Run 1, sequential cells grouped by signal name:
Scale bar: 20 um. Other sequential cells in the stronger grey, the rest of the logic in the fainter grey.
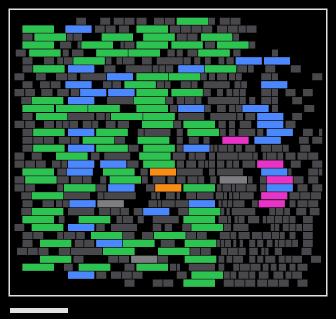
Run 1, clock wires, drivers and flops:
Scale bar: 20 um.
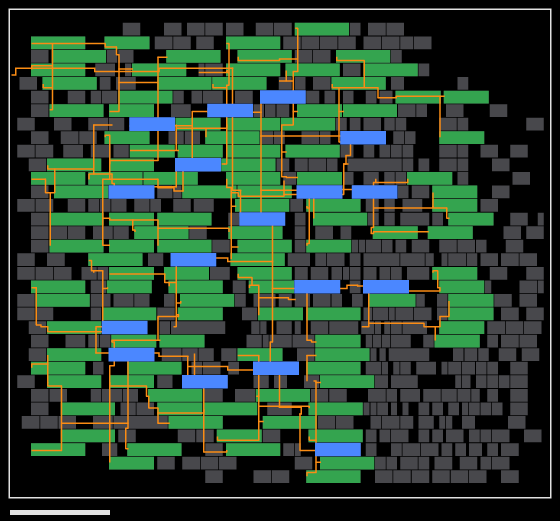
Run 1, placed cells, one colour a class:
Scale bar: 20 um.
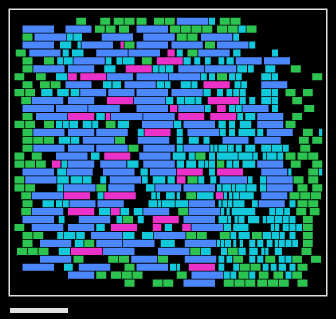
===== config.mk =====
export PLATFORM = sky130hd
export DESIGN_NAME = rf_write_arbiter
export DESIGN_NICKNAME = d
export VERILOG_FILES = /design/src/rtl/rf_write_arbiter_pkg.sv /design/src/rtl/rf_write_arbiter_fifo.sv /design/src/rtl/rf_write_arbiter.sv
export SDC_FILE = /design/constraint.sdc
export NUM_CORES = 1
export LEC_CHECK = 0
export CORE_ASPECT_RATIO = 0.9
export CORE_UTILIZATION = 52
export DETAILED_ROUTE_END_ITERATION = 6
export HOLD_SLACK_MARGIN = 0.03
export PLACE_DENSITY = 0.86
export SETUP_SLACK_MARGIN = 0.1
export SYNTH_ARGS = -nofsm -noshare
export SYNTH_HDL_FRONTEND = slang
export SYNTH_SLANG_ARGS = --single-unit
export TNS_END_PERCENT = 20

===== constraint.sdc =====
create_clock -name i_clk -period 6.3 [get_ports i_clk]
set_input_delay 1.575 -clock i_clk [delete_from_list [all_inputs] [get_ports i_clk]]
set_output_delay 1.575 -clock i_clk [all_outputs]
set_load 0.03 [all_outputs]

===== src/rtl/rf_write_arbiter_pkg.sv =====
// Shared types and constants for the register-file write arbiter.
// Optional starvation guard is enabled by defining RF_WRITE_ARB_STARVE_EN.
package rf_write_arbiter_pkg;

  localparam int unsigned REG_ADDR_W = 5;
  localparam int unsigned REG_DATA_W = 32;
  localparam int unsigned NUM_REGS   = 32;

  typedef enum logic {
    PRIO_A,
    FORCE_B
  } arb_state_e;

  typedef struct packed {
    logic [REG_ADDR_W-1:0] waddr;
    logic [REG_DATA_W-1:0] wdata;
  } wb_entry_t;

  function automatic logic [NUM_REGS-1:0] addr_onehot(input logic [REG_ADDR_W-1:0] addr);
    logic [NUM_REGS-1:0] oh;
    oh       = '0;
    oh[addr] = 1'b1;
    return oh;
  endfunction

endpackage


===== src/rtl/rf_write_arbiter_fifo.sv =====
// 2-entry writeback FIFO for the multi-cycle unit; exposes per-entry state
// so the top can build the pending-destination mask.
module rf_wb_fifo
  import rf_write_arbiter_pkg::*;
(
  input  logic                       i_clk,
  input  logic                       i_rst,
  input  logic                       i_push,
  input  wb_entry_t                  i_push_entry,
  input  logic                       i_pop,
  output logic [1:0]                 o_count,
  output wb_entry_t                  o_head,
  output logic [1:0]                 o_entry_valid,
  output logic [1:0][REG_ADDR_W-1:0] o_entry_waddr
);

  wb_entry_t  r_mem [2];
  logic       r_head;
  logic       r_tail;
  logic [1:0] r_count;

  always_ff @(posedge i_clk or posedge i_rst) begin
    if (i_rst) begin
      r_head  <= 1'b0;
      r_tail  <= 1'b0;
      r_count <= 2'd0;
    end else begin
      if (i_push) r_tail <= ~r_tail;
      if (i_pop)  r_head <= ~r_head;
      if (i_push && !i_pop)      r_count <= r_count + 2'd1;
      else if (!i_push && i_pop) r_count <= r_count - 2'd1;
    end
  end

  // Payload needs no reset: occupancy is tracked by r_count alone.
  always_ff @(posedge i_clk) begin
    if (i_push) r_mem[r_tail] <= i_push_entry;
  end

  assign o_count          = r_count;
  assign o_head           = r_mem[r_head];
  assign o_entry_valid[0] = (r_count == 2'd2) || ((r_count == 2'd1) && !r_head);
  assign o_entry_valid[1] = (r_count == 2'd2) || ((r_count == 2'd1) && r_head);
  assign o_entry_waddr[0] = r_mem[0].waddr;
  assign o_entry_waddr[1] = r_mem[1].waddr;

endmodule


===== src/rtl/rf_write_arbiter.sv =====
// Single write-port arbiter: pipeline writeback (A) vs buffered multi-cycle results (B).
// Define RF_WRITE_ARB_STARVE_EN to force B through after STARVE_LIMIT lost cycles.
module rf_write_arbiter
  import rf_write_arbiter_pkg::*;
#(
  parameter int unsigned STARVE_LIMIT = 4
) (
  input  logic                  i_clk,
  input  logic                  i_rst,
  input  logic                  i_a_valid,
  input  logic [REG_ADDR_W-1:0] i_a_waddr,
  input  logic [REG_DATA_W-1:0] i_a_wdata,
  output logic                  o_a_stall,
  input  logic                  i_b_valid,
  output logic                  o_b_ready,
  input  logic [REG_ADDR_W-1:0] i_b_waddr,
  input  logic [REG_DATA_W-1:0] i_b_wdata,
  output logic                  o_rf_we,
  output logic [REG_ADDR_W-1:0] o_rf_waddr,
  output logic [REG_DATA_W-1:0] o_rf_wdata,
  output logic [NUM_REGS-1:0]   o_busy_mask
);

  logic [1:0]                 w_count;
  wb_entry_t                  w_head;
  logic [1:0]                 w_entry_valid;
  logic [1:0][REG_ADDR_W-1:0] w_entry_waddr;
  logic                       w_fifo_nempty;
  logic                       w_push;
  logic                       w_grant_a;
  logic                       w_grant_b;
  arb_state_e                 w_state;
  wb_entry_t                  w_win;
  logic                       w_win_we;

  assign w_fifo_nempty = (w_count != 2'd0);
  assign o_b_ready     = (w_count != 2'd2);
  assign w_push        = i_b_valid && o_b_ready;

  rf_wb_fifo u_fifo (
    .i_clk         (i_clk),
    .i_rst         (i_rst),
    .i_push        (w_push),
    .i_push_entry  ('{waddr: i_b_waddr, wdata: i_b_wdata}),
    .i_pop         (w_grant_b),
    .o_count       (w_count),
    .o_head        (w_head),
    .o_entry_valid (w_entry_valid),
    .o_entry_waddr (w_entry_waddr)
  );

`ifdef RF_WRITE_ARB_STARVE_EN
  arb_state_e r_state;
  arb_state_e w_state_d;
  logic [3:0] r_starve_cnt;
  logic [3:0] w_starve_d;

  always_ff @(posedge i_clk or posedge i_rst) begin
    if (i_rst) begin
      r_state      <= PRIO_A;
      r_starve_cnt <= 4'd0;
    end else begin
      r_state      <= w_state_d;
      r_starve_cnt <= w_starve_d;
    end
  end

  always_comb begin
    w_state_d  = r_state;
    w_starve_d = r_starve_cnt;
    unique case (r_state)
      PRIO_A: begin
        if (!w_fifo_nempty || w_grant_b) begin
          w_starve_d = 4'd0;
        end else if (r_starve_cnt == 4'(STARVE_LIMIT - 1)) begin
          w_state_d = FORCE_B;
        end else begin
          w_starve_d = r_starve_cnt + 4'd1;
        end
      end
      FORCE_B: begin
        w_state_d  = PRIO_A;
        w_starve_d = 4'd0;
      end
      default: w_state_d = PRIO_A;
    endcase
  end

  assign w_state = r_state;
`else
  logic w_unused_limit;
  assign w_unused_limit = ^STARVE_LIMIT;
  assign w_state        = PRIO_A;
`endif

  always_comb begin
    o_a_stall = (w_state == FORCE_B) && i_a_valid;
    w_grant_b = (w_state == FORCE_B) ? w_fifo_nempty : (!i_a_valid && w_fifo_nempty);
    w_grant_a = i_a_valid && !o_a_stall && !w_grant_b;
  end

  // A register-0 winner is consumed but never reaches the register file.
  always_comb begin
    w_win    = w_grant_b ? w_head : '{waddr: i_a_waddr, wdata: i_a_wdata};
    w_win_we = (w_grant_a || w_grant_b) && (w_win.waddr != '0);
  end

  always_ff @(posedge i_clk or posedge i_rst) begin
    if (i_rst) begin
      o_rf_we    <= 1'b0;
      o_rf_waddr <= '0;
      o_rf_wdata <= '0;
    end else begin
      o_rf_we <= w_win_we;
      if (w_win_we) begin
        o_rf_waddr <= w_win.waddr;
        o_rf_wdata <= w_win.wdata;
      end
    end
  end

  always_comb begin
    o_busy_mask = '0;
    for (int i = 0; i < 2; i++) begin
      if (w_entry_valid[i]) o_busy_mask = o_busy_mask | addr_onehot(w_entry_waddr[i]);
    end
    o_busy_mask[0] = 1'b0;
  end

endmodule


==> job_summary.md, run 1 <==
## Implementation flow summary

| Metric | Value |
|---|---|
| Status | `finished clean` |
| Period minus WS final | `~4700 ps` |
| Gate count after technology mapping | `396` |
| Part of the cycle the worst path needs | `0.748` |
| Number of hold-repair buffers added at the cts stage | `0` |
| Top cell type by total area after synthesis | `sky130_fd_sc_hd__edfxtp_1` |
| Routed length on met1 | `5500 um` |
| Global routing usage on met1 | `0.349` |
| Power Dens Cells | `481 nW/um^2` |
| Count of endpoints failing hold in the final timing report | `0` |
| Count of boundary I/O pins | `about 150` |
| Port Buffer Count | `between 100 and 150` |
| Via count of the routed design | `3952` |
| CTS tree | `done` |
| Average wire length per cell after detail routing | `19.8 um` |
| Cell count in the Yosys report | `396` |
| Antenna violations before repair | `0` |
| Diode insertion count for antenna repair | `0` |
| Full die area | `10600 um^2` |
| Start point of the critical path | `u_fifo.r_head$_DFFE_PP0N_` |
| Post-placement setup slack | `1750 ps` |
| Die outline height | `97.7 um` |
| Detailed-placement wirelength estimate | `8710 um` |
| Global-route wire length before repair | `20700 um` |
| Worst setup path end | `o_busy_mask[28]` |
| Total Power Consumption | `3.55 mW` |
| Vias in the first global route | `4101` |
| Post-synthesis instance area | `approximately 5300 um^2` |
| Global-route usage over all layers | `0.264` |
| Sum of routed wire length over all layers | `around 13000 um` |
| Maximum vdd ir drop | `0.336 mV` |
| Highest-delay cell along the critical path | `sky130_fd_sc_hd__dfrtp_2` |
| Nature of the critical path startpoint | `flop` |
| Overflow left after global routing | `0` |
| Sink of the worst hold path | `u_fifo.o_count[0]$_DFFE_PP0P_` |
| Max Clock Skew | `8.29 ps` |
| Most frequent cells in the layout | `sky130_fd_sc_hd__clkdlybuf4s50_1, sky130_fd_sc_hd__edfxtp_1, sky130_fd_sc_hd__o22ai_1` |
| Startpoint of the most critical register-to-register path | `u_fifo.o_count[0]$_DFFE_PP0P_` |
| Longest individual stage delay on the worst path | `1070 ps` |
| Net count, final | `617` |
| Count of standard-cell rows | `34` |
| Post-Route Utilization | `0.756` |
| Final-layout setup total negative slack | `0 ps` |
| Unique cell types | `42` |
| Setup WS post-layout | `between 1500 and 2000 ps` |
| Depth of the CTS H-tree | `4` |
| Post-Place Cell Area | `6790 um^2` |
| Final Max Slew Viols | `0` |
| Insertion Delay late pin | `400 ps` |
| Tool warnings | `28` |
| Yosys synthesis warning count | `0` |
| Number of clock sinks | `around 120` |
| Routed met3 length | `1020 um` |
| Worst hold slack | `~510 ps` |
| Top Layer Used | `met4` |
| Residual antenna-violating net count after detailed routing | `0` |
| GRT Max-Usage Layer | `met2` |
| Largest fanout of any net on the critical path | `~53` |
| Clock slew at the register clock pins of the worst setup and hold paths | `50 ps` |
| Post-CTS resize count | `0` |
| Synth-to-Final Area Change | `39.7%` |
| Cells along the critical path | `a21oi_1 > or3_1 > o22ai_1 > clkdlybuf4s50_1` |
| Chip Area, Yosys | `approximately 5300 um^2` |
| CTS Root Cell | `sky130_fd_sc_hd__clkbuf_16` |
| Final count of negative-setup-slack endpoints | `0` |
| Vias per inst | `approximately 6` |
Back to the opening pictures, 'sequential cells grouped by signal name':
u_fifo.r_mem: drawn in green, flops 74. o_rf_waddr: drawn in magenta, flops 5, where middle right. u_fifo.o_count: drawn in orange, flops 2. o_rf_wdata: drawn in blue, flops 32.

Back to the opening pictures, 'clock wires, drivers and flops':
flip-flops: drawn in green, count 116. clock wires: drawn in orange, length 1350 um. clock drivers: drawn in blue, count 17.
Position of the flops: all over the die.

Back to the opening pictures, 'placed cells, one colour a class':
clock drivers and dummy loads: drawn in magenta, cells 32, share of their area 8.4%. remaining buffers and delay cells: drawn in green, cells 148, share of their area 20%. sequential cells: drawn in blue, cells 116, share of their area 45%. combinational and other logic: drawn in cyan, cells 252, share of their area 26%.

-- run 1: critical path: cells and delay by family, from the launching register on --
family	cells	cell delay [ps]
and+or+nand+nor	1	520
DFF	1	1070
AOI/OAI and AO/OA	2	430
buffers and inverters	1	700
-- run 1: synthesized netlist by cell type, drive strengths merged --
library cell / number
a211oi: 14
nand3: 2
a21oi: 3
dfrtp: 42
ha: 4
nand4: 1
and4b: 1
clkinv: 1
inv: 9
a2bb2oi: 18
xnor2: 2
xor2: 2
o21ai: 5
nand2: 11
and2: 1
edfxtp: 74
mux2i: 5
nor2b: 31
nand3b: 8
buf: 15
or3: 4
or3b: 3
clkbuf: 14
nand2b: 14
mux2: 22
nor2: 8
o211a: 14
conb: 1
o22ai: 66
a22o: 1
-- run 1: layout make-up --
cell class,instances,area [um^2],share of cell area
Clock buffer,17,425,0.0575
Sequential cell,116,3270,0.443
Inverter,10,37.5,0.00508
Multi-Input combinational cell,242,1840,0.248
Tap cell,126,158,0.0213
Timing Repair Buffer,148,1480,0.200
Clock inverter,15,183,0.0247
-- run 1: sequential cells by signal (all words and copies together), names as in the netlist --
signal          flops
u_fifo.r_tail       1
o_rf_waddr          5
u_fifo.r_head       1
o_rf_we             1
u_fifo.r_mem       74
o_rf_wdata         32
u_fifo.o_count      2
-- run 1: kinds of logic after synthesis --
logic type	after synthesis	synth area share
AOI/OAI and AO/OA	121	0.168
xor gates and xnor gates	4	0.00662
adders and majority gates	4	0.00946
buffers and inverters	39	0.0367
DFF	116	0.619
muxes	27	0.0601
other	1	0.000709
and+or+nand+nor	84	0.100
-- run 1: where the power goes --
part	internal, mW	switching (mW)
clock network	0.624	0.350
logic	0.584	0.721
registers	1.07	0.203
==> run 2: changes to the inputs <==
--- a/config.mk
+++ b/config.mk
@@ -6,10 +6,10 @@
 export NUM_CORES = 1
 export LEC_CHECK = 0
 export CORE_ASPECT_RATIO = 0.9
-export CORE_UTILIZATION = 52
+export CORE_UTILIZATION = 43
 export DETAILED_ROUTE_END_ITERATION = 6
 export HOLD_SLACK_MARGIN = 0.03
-export PLACE_DENSITY = 0.86
+export PLACE_DENSITY = 0.76
 export SETUP_SLACK_MARGIN = 0.1
 export SYNTH_ARGS = -nofsm -noshare
 export SYNTH_HDL_FRONTEND = slang
==> constraint.sdc (replaced) <==
create_clock -name i_clk -period 4.1 [get_ports i_clk]
set_input_delay 1.025 -clock i_clk [delete_from_list [all_inputs] [get_ports i_clk]]
set_output_delay 1.025 -clock i_clk [all_outputs]
set_load 0.03 [all_outputs]
==> job_summary.md, run 2 <==
## Implementation flow summary

| Metric | Value |
|---|---|
| Status | `finished clean` |
| Average wire length per cell after detail routing | `18.1 um (-8.4%)` |
| Top Layer Used | `met4` |
| Post-synthesis instance area | `5290 um^2 (unchanged)` |
| Total Power Consumption | `5.35 mW (+51%)` |
| CTS Root Cell | `sky130_fd_sc_hd__clkbuf_16` |
| Post-Route Utilization | `0.618 (-0.137)` |
| Depth of the critical timing path with buffers and inverters included | `5 (+1)` |
| Insertion Delay late pin | `410 ps (about the same)` |
| Most used standard cell by instance count after synthesis | `sky130_fd_sc_hd__edfxtp_1` |
| Detailed-placement wirelength estimate | `8840 um (+1.5%)` |
| Top cell type by total area after synthesis | `sky130_fd_sc_hd__edfxtp_1` |
| Highest-delay cell along the critical path | `sky130_fd_sc_hd__clkdlybuf4s50_1` |
| Diode insertion count for antenna repair | `0 (unchanged)` |
| Clock slew at the register clock pins of the worst setup and hold paths | `50 ps (about the same)` |
| Cell count in the Yosys report | `396 (unchanged)` |
| Max Clock Skew | `11.9 ps (+3.58 ps)` |
| Count of endpoints failing hold in the final timing report | `0 (unchanged)` |
| Number of hold-repair buffers added at the cts stage | `0 (unchanged)` |
| Yosys synthesis warning count | `0 (unchanged)` |
| Power Dens Cells | `719 nW/um^2 (+50%)` |
| Start point of the critical path | `u_fifo.r_head$_DFFE_PP0N_` |
| Kind of cell adding the most delay to the critical path | `buffers and inverters` |
| Worst hold slack | `499 ps (-12.7 ps)` |
| Nature of the critical path startpoint | `flop` |
| Gate count after technology mapping | `396 (unchanged)` |
| Antenna violations before repair | `0 (unchanged)` |
| Synth top cells by count | `sky130_fd_sc_hd__edfxtp_1, sky130_fd_sc_hd__o22ai_1, sky130_fd_sc_hd__dfrtp_1` |
| GRT Max-Usage Layer | `met2` |
| Total area of sequential cells | `3270 um^2 (unchanged)` |
| Full die area | `12800 um^2 (+21%)` |
| Main flop type | `sky130_fd_sc_hd__edfxtp_1` |
| Routed length on met1 | `5470 um (-0.58%)` |
| Global-route wire length before repair | `20000 um (-3.3%)` |
| Post-placement setup slack | `701 ps (-1050 ps)` |
| Port Buffer Count | `147 (unchanged)` |
| Count of standard-cell rows | `38 (+12%)` |
| Global-route usage over all layers | `0.208 (-0.0565)` |
| Overflow left after global routing | `0 (unchanged)` |
| Cells along the critical path | `inv_1 > a21oi_1 > or3_1 > o22ai_1 > clkdlybuf4s50_1` |
| CTS tree | `done` |
| Final count of negative-setup-slack endpoints | `0 (unchanged)` |
| Depth of the CTS H-tree | `4 (unchanged)` |
| Startpoint of the most critical register-to-register path | `u_fifo.o_count[0]$_DFFE_PP0P_` |
| Sink of the worst hold path | `u_fifo.o_count[0]$_DFFE_PP0P_` |
| Residual antenna-violating net count after detailed routing | `0 (unchanged)` |
| Part of the cycle the worst path needs | `0.913` |
run 2: cell types whose count changed in the layout (fill, tap and decap cells not counted), sizes merged:
cell / previous run / this run
buf: 1 / 5
bufinv: 3 / 2
clkbuf: 17 / 19
clkinv: 8 / 7
clkinvlp: 3 / 4
inv: 11 / 10
run 2: power breakdown:
group          total, mW  internal [mW]  switching [mW]
clock network       1.39          0.891           0.500
registers           1.89           1.65           0.242
logic               2.07          0.918            1.15
run 2: worst max-delay path by stage:
stage / end / slack (ps)
floorplan: u_fifo.r_mem[0][0]$_DFFE_PP_ / 690
global placement: o_rf_waddr[3]$_DFFE_PP0P_ / 780
detailed placement: o_rf_waddr[0]$_DFFE_PP0P_ / 700
CTS: o_busy_mask[12] / 330
global route: o_busy_mask[12] / 230
finish: o_busy_mask[12] / 360
run 2: cells by family (layout without fill, tap and decap cells):
| logic type | after synthesis | count (layout) | share of synthesized area |
|---|---|---|---|
| fa+ha+maj | 4 | 4 | 0.00946 |
| mux | 27 | 27 | 0.0601 |
| simple gates | 84 | 84 | 0.100 |
| compound gates | 121 | 121 | 0.168 |
| buf+inv | 39 | 194 | 0.0367 |
| xor+xnor | 4 | 4 | 0.00662 |
| other cells | 1 | 2 | 0.000709 |
| flops | 116 | 116 | 0.619 |
run 2: layout make-up:
type | count | area share
multi-input combinational | 242 | 0.247
timing repair buffer | 152 | 0.205
sequential | 116 | 0.440
inverter | 10 | 0.00505
clock buffer | 19 | 0.0582
tap | 160 | 0.0269
clock inverter | 13 | 0.0183
run 2: worst reg2reg max path: cells and delay by family, from the launching register on:
kind | cells | cell delay, ps
fa+ha+maj | 1 | 300
simple gates | 2 | 510
buf+inv | 2 | 160
flops | 1 | 380
compound gates | 3 | 1090
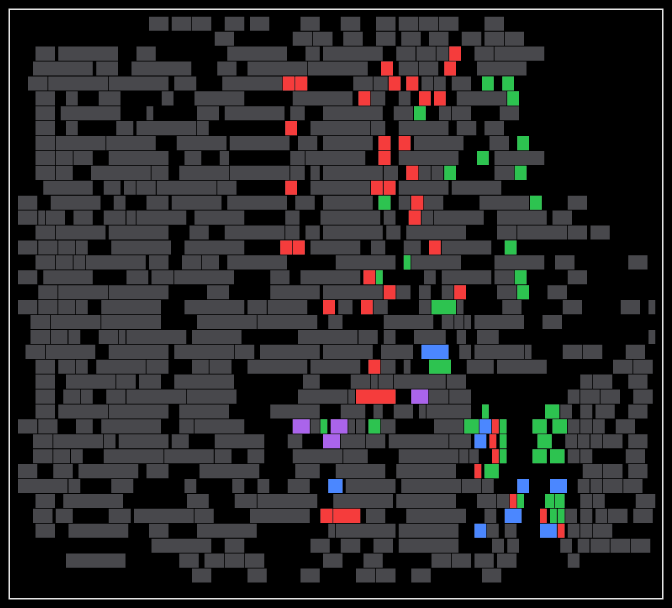
Run 2: gate families picked out
nand cells: drawn in green, cells 36, most used nand2b_1, where a column on the right. nor cells: drawn in red, cells 39, most used nor2b_1. xor and xnor cells: drawn in purple, cells 4. and/or cells: drawn in blue, cells 9, most used or3_1, where lower right.

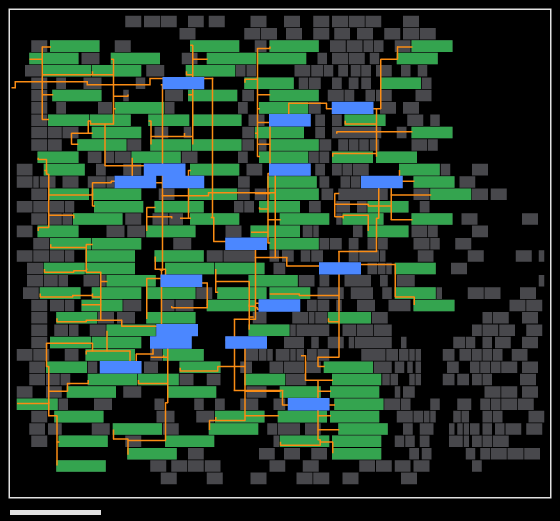
Run 2: clock wires, drivers and flops
Scale bar: 20 um.
clock drivers: drawn in blue, count 17. flip-flops: drawn in green, count 116. clock wires: drawn in orange, length 1280 um.
There are 18 routed clock nets.

==> run 3: changes to the inputs <==
==> constraint.sdc (replaced) <==
create_clock -name i_clk -period 4.1 [get_ports i_clk]
set_input_delay 0.41 -clock i_clk [delete_from_list [all_inputs] [get_ports i_clk]]
set_output_delay 0.41 -clock i_clk [all_outputs]
set_load 0.03 [all_outputs]
==> job_summary.md, run 3 <==
## Implementation flow summary

| Metric | Value |
|---|---|
| Maximum vdd ir drop | `0.415 mV` |
| Sink of the worst hold path | `u_fifo.o_count[0]$_DFFE_PP0P_` |
| Most frequent cells in the layout | `sky130_fd_sc_hd__clkdlybuf4s50_1, sky130_fd_sc_hd__edfxtp_1, sky130_fd_sc_hd__o22ai_1` |
| Post-synthesis instance area | `5290 um^2 (unchanged)` |
| Register share of total power | `0.360 (+0.007)` |
| Gate count after technology mapping | `396 (unchanged)` |
| Nature of the critical path startpoint | `flop` |
| Cell count in the Yosys report | `396 (unchanged)` |
| Global-route usage over all layers | `0.212 (+0.00438)` |
| Tool warnings | `28` |
| Worst hold slack | `500 ps (+1.53 ps)` |
| Residual antenna-violating net count after detailed routing | `0 (unchanged)` |
| Internal | `3.37 mW (-2.5%)` |
| Fmax achieved | `325 MHz` |
| Setup slack on the worst flop-to-flop path | `1210 ps` |
| Startpoint of the most critical register-to-register path | `u_fifo.o_count[0]$_DFFE_PP0P_` |
| CTS Root Cell | `sky130_fd_sc_hd__clkbuf_16` |
| Max Clock Skew | `9.01 ps (-2.85 ps)` |
| Status | `finished clean` |
| Synth top cells by count | `sky130_fd_sc_hd__edfxtp_1, sky130_fd_sc_hd__o22ai_1, sky130_fd_sc_hd__dfrtp_1` |
| Registers with the most flip-flops | `u_fifo.r_mem (74), o_rf_wdata (32), o_rf_waddr (5)` |
| Main flop type | `sky130_fd_sc_hd__edfxtp_1` |
| Largest fanout of any net on the critical path | `19` |
| Number of hold-repair buffers added at the cts stage | `0 (unchanged)` |
| Post-synthesis sequential area ratio | `0.619` |
| Logic gate share of total power | `0.387 (about the same)` |
| Largest net degree at the start of global routing | `43` |
| GR met3 Demand/Resource | `0.0654` |
| Start point of the critical path | `u_fifo.r_head$_DFFE_PP0N_` |
| Launch point of the worst hold path | `u_fifo.o_count[0]$_DFFE_PP0P_` |
| Vias in the first global route | `4006` |
| Unique cell types | `42` |
| Power Dens Cells | `717 nW/um^2 (-0.33%)` |
| Global routing usage on met1 | `0.272` |
| Most used standard cell by instance count after synthesis | `sky130_fd_sc_hd__edfxtp_1` |
| Final count of negative-setup-slack endpoints | `0 (unchanged)` |
| Yosys synthesis warning count | `0 (unchanged)` |
| Worst setup path end | `o_busy_mask[12]` |
| Proportion of total power due to net switching | `0.363 (+0.00852)` |
| Clock slew at the register clock pins of the worst setup and hold paths | `50 ps (about the same)` |
| Depth of the CTS H-tree | `4 (unchanged)` |
| CTS tree | `done` |
| Core Region | `12000 um^2` |
| Vias per inst | `5.49` |
| GRT Max-Usage Layer | `met2` |
| Post-CTS Setup Repair Bufs | `0` |
| Headroom to the max-slew limit | `0.266` |
| Top Layer Used | `met4` |
| Insertion Delay late pin | `410 ps (about the same)` |
| Part of the cycle the worst path needs | `0.751 (-0.162)` |
| Leakage power total | `2.62 nW` |
| Routed met3 length | `1020 um` |
| Core Util at FP | `0.440` |
| Count of standard-cell rows | `38 (unchanged)` |
| Overflow left after global routing | `0 (unchanged)` |
| Antenna violations before repair | `0 (unchanged)` |
| Average cell area after synthesis | `13.4 um^2` |
| Clock network power share | `0.253 (-0.007)` |
| Switching Power | `1.92 mW (+1.2%)` |
| Routed length on met1 | `5640 um (+3.2%)` |
| Count of endpoints failing hold in the final timing report | `0 (unchanged)` |
| Diode insertion count for antenna repair | `0 (unchanged)` |
| Average wire length per cell after detail routing | `18.2 um (+0.38%)` |
| Full die area | `12800 um^2 (unchanged)` |
| Total Power Consumption | `5.29 mW (-1.2%)` |
| Detailed-placement wirelength estimate | `8810 um (-0.34%)` |
| Global-route wire length before repair | `20400 um (+1.7%)` |
| Hold path cells | `1` |
| Port Buffer Count | `147 (unchanged)` |
| Number of max-capacitance violations reported | `0` |
| Top cell type by total area after synthesis | `sky130_fd_sc_hd__edfxtp_1` |
-- run 3: layout make-up --
cell class	instances	area, um^2
tap	160	200
fill	912	4650
sequential	116	3270
clock buffer	17	425
timing repair buffer	149	1490
multi-input combinational	242	1840
inverter	10	37.5
clock inverter	15	116
-- run 3: cells by family (layout without fill, tap and decap cells) --
kind of cell	Yosys count	after routing	share of synthesized area
compound gates	121	121	0.168
xor+xnor	4	4	0.00662
fa+ha+maj	4	4	0.00946
buf+inv	39	191	0.0367
flops	116	116	0.619
mux	27	27	0.0601
other cells	1	2	0.000709
simple gates	84	84	0.100
-- run 3: through the flow --
stage | utilization | setup slack [ps] | area (um^2) | instances
4_1_cts | 0.613 | 1000 | 7380 | 709
6_report | 0.613 | 1020 | 7380 | 709
5_1_grt | 0.613 | 876 | 7380 | 709
3_5_place_dp | 0.568 | 690 | 6840 | 677
3_3_place_gp | 0.568 | 871 | 6840 | 677
2_1_floorplan | - | 1080 | 5300 | 397
-- run 3: power groups by stage --
stage | sequential (mW) | combinational [mW] | clock (mW)
after global placement | 1.90 | 1.99 | 0
after global routing | 1.95 | 2.19 | 1.41
after floorplan | 2.15 | 1.07 | 0
final | 1.90 | 2.05 | 1.34
after detailed placement | 1.91 | 2.05 | 0
after CTS | 1.90 | 2.06 | 1.35
-- run 3: worst max-delay path: stages, from the launching register on --
cell and delay, ps:
sky130_fd_sc_hd__dfrtp_2 640, sky130_fd_sc_hd__a21oi_1 230, sky130_fd_sc_hd__or3_1 500, sky130_fd_sc_hd__o22ai_1 200, sky130_fd_sc_hd__clkdlybuf4s50_1 700
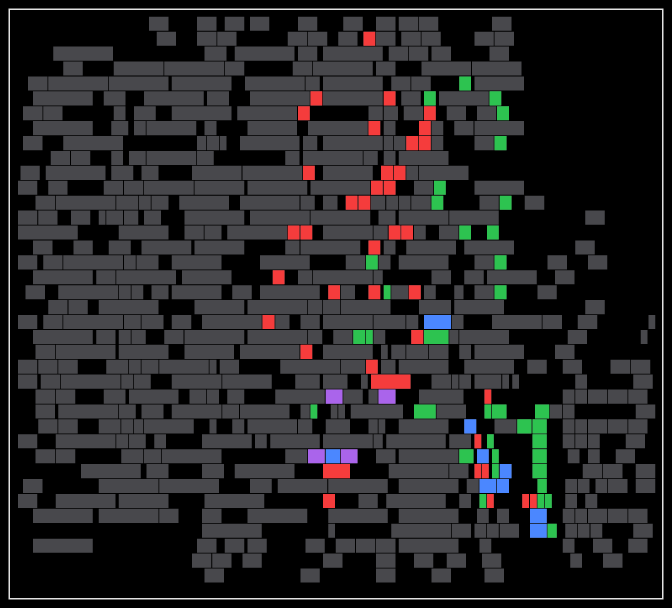
Run 3: gate families picked out
and/or cells: drawn in blue, cells 9, most used or3_1, where lower right. nand cells: drawn in green, cells 36, most used nand2b_1, where a column on the right. xor and xnor cells: drawn in purple, cells 4. nor cells: drawn in red, cells 39, most used nor2b_1.

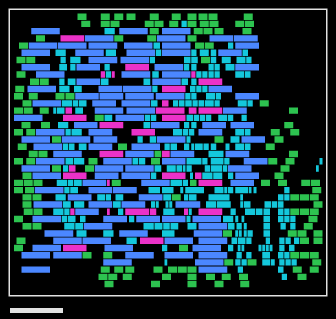
Run 3: placed cells, one colour a class
Scale bar: 20 um.
clock drivers and dummy loads: drawn in magenta, cells 32, share of their area 7.5%. remaining buffers and delay cells: drawn in green, cells 149, share of their area 21%. sequential cells: drawn in blue, cells 116, share of their area 46%. combinational and other logic: drawn in cyan, cells 252, share of their area 26%.

Power figures rest on the tool's default switching activity, not on a simulated workload.
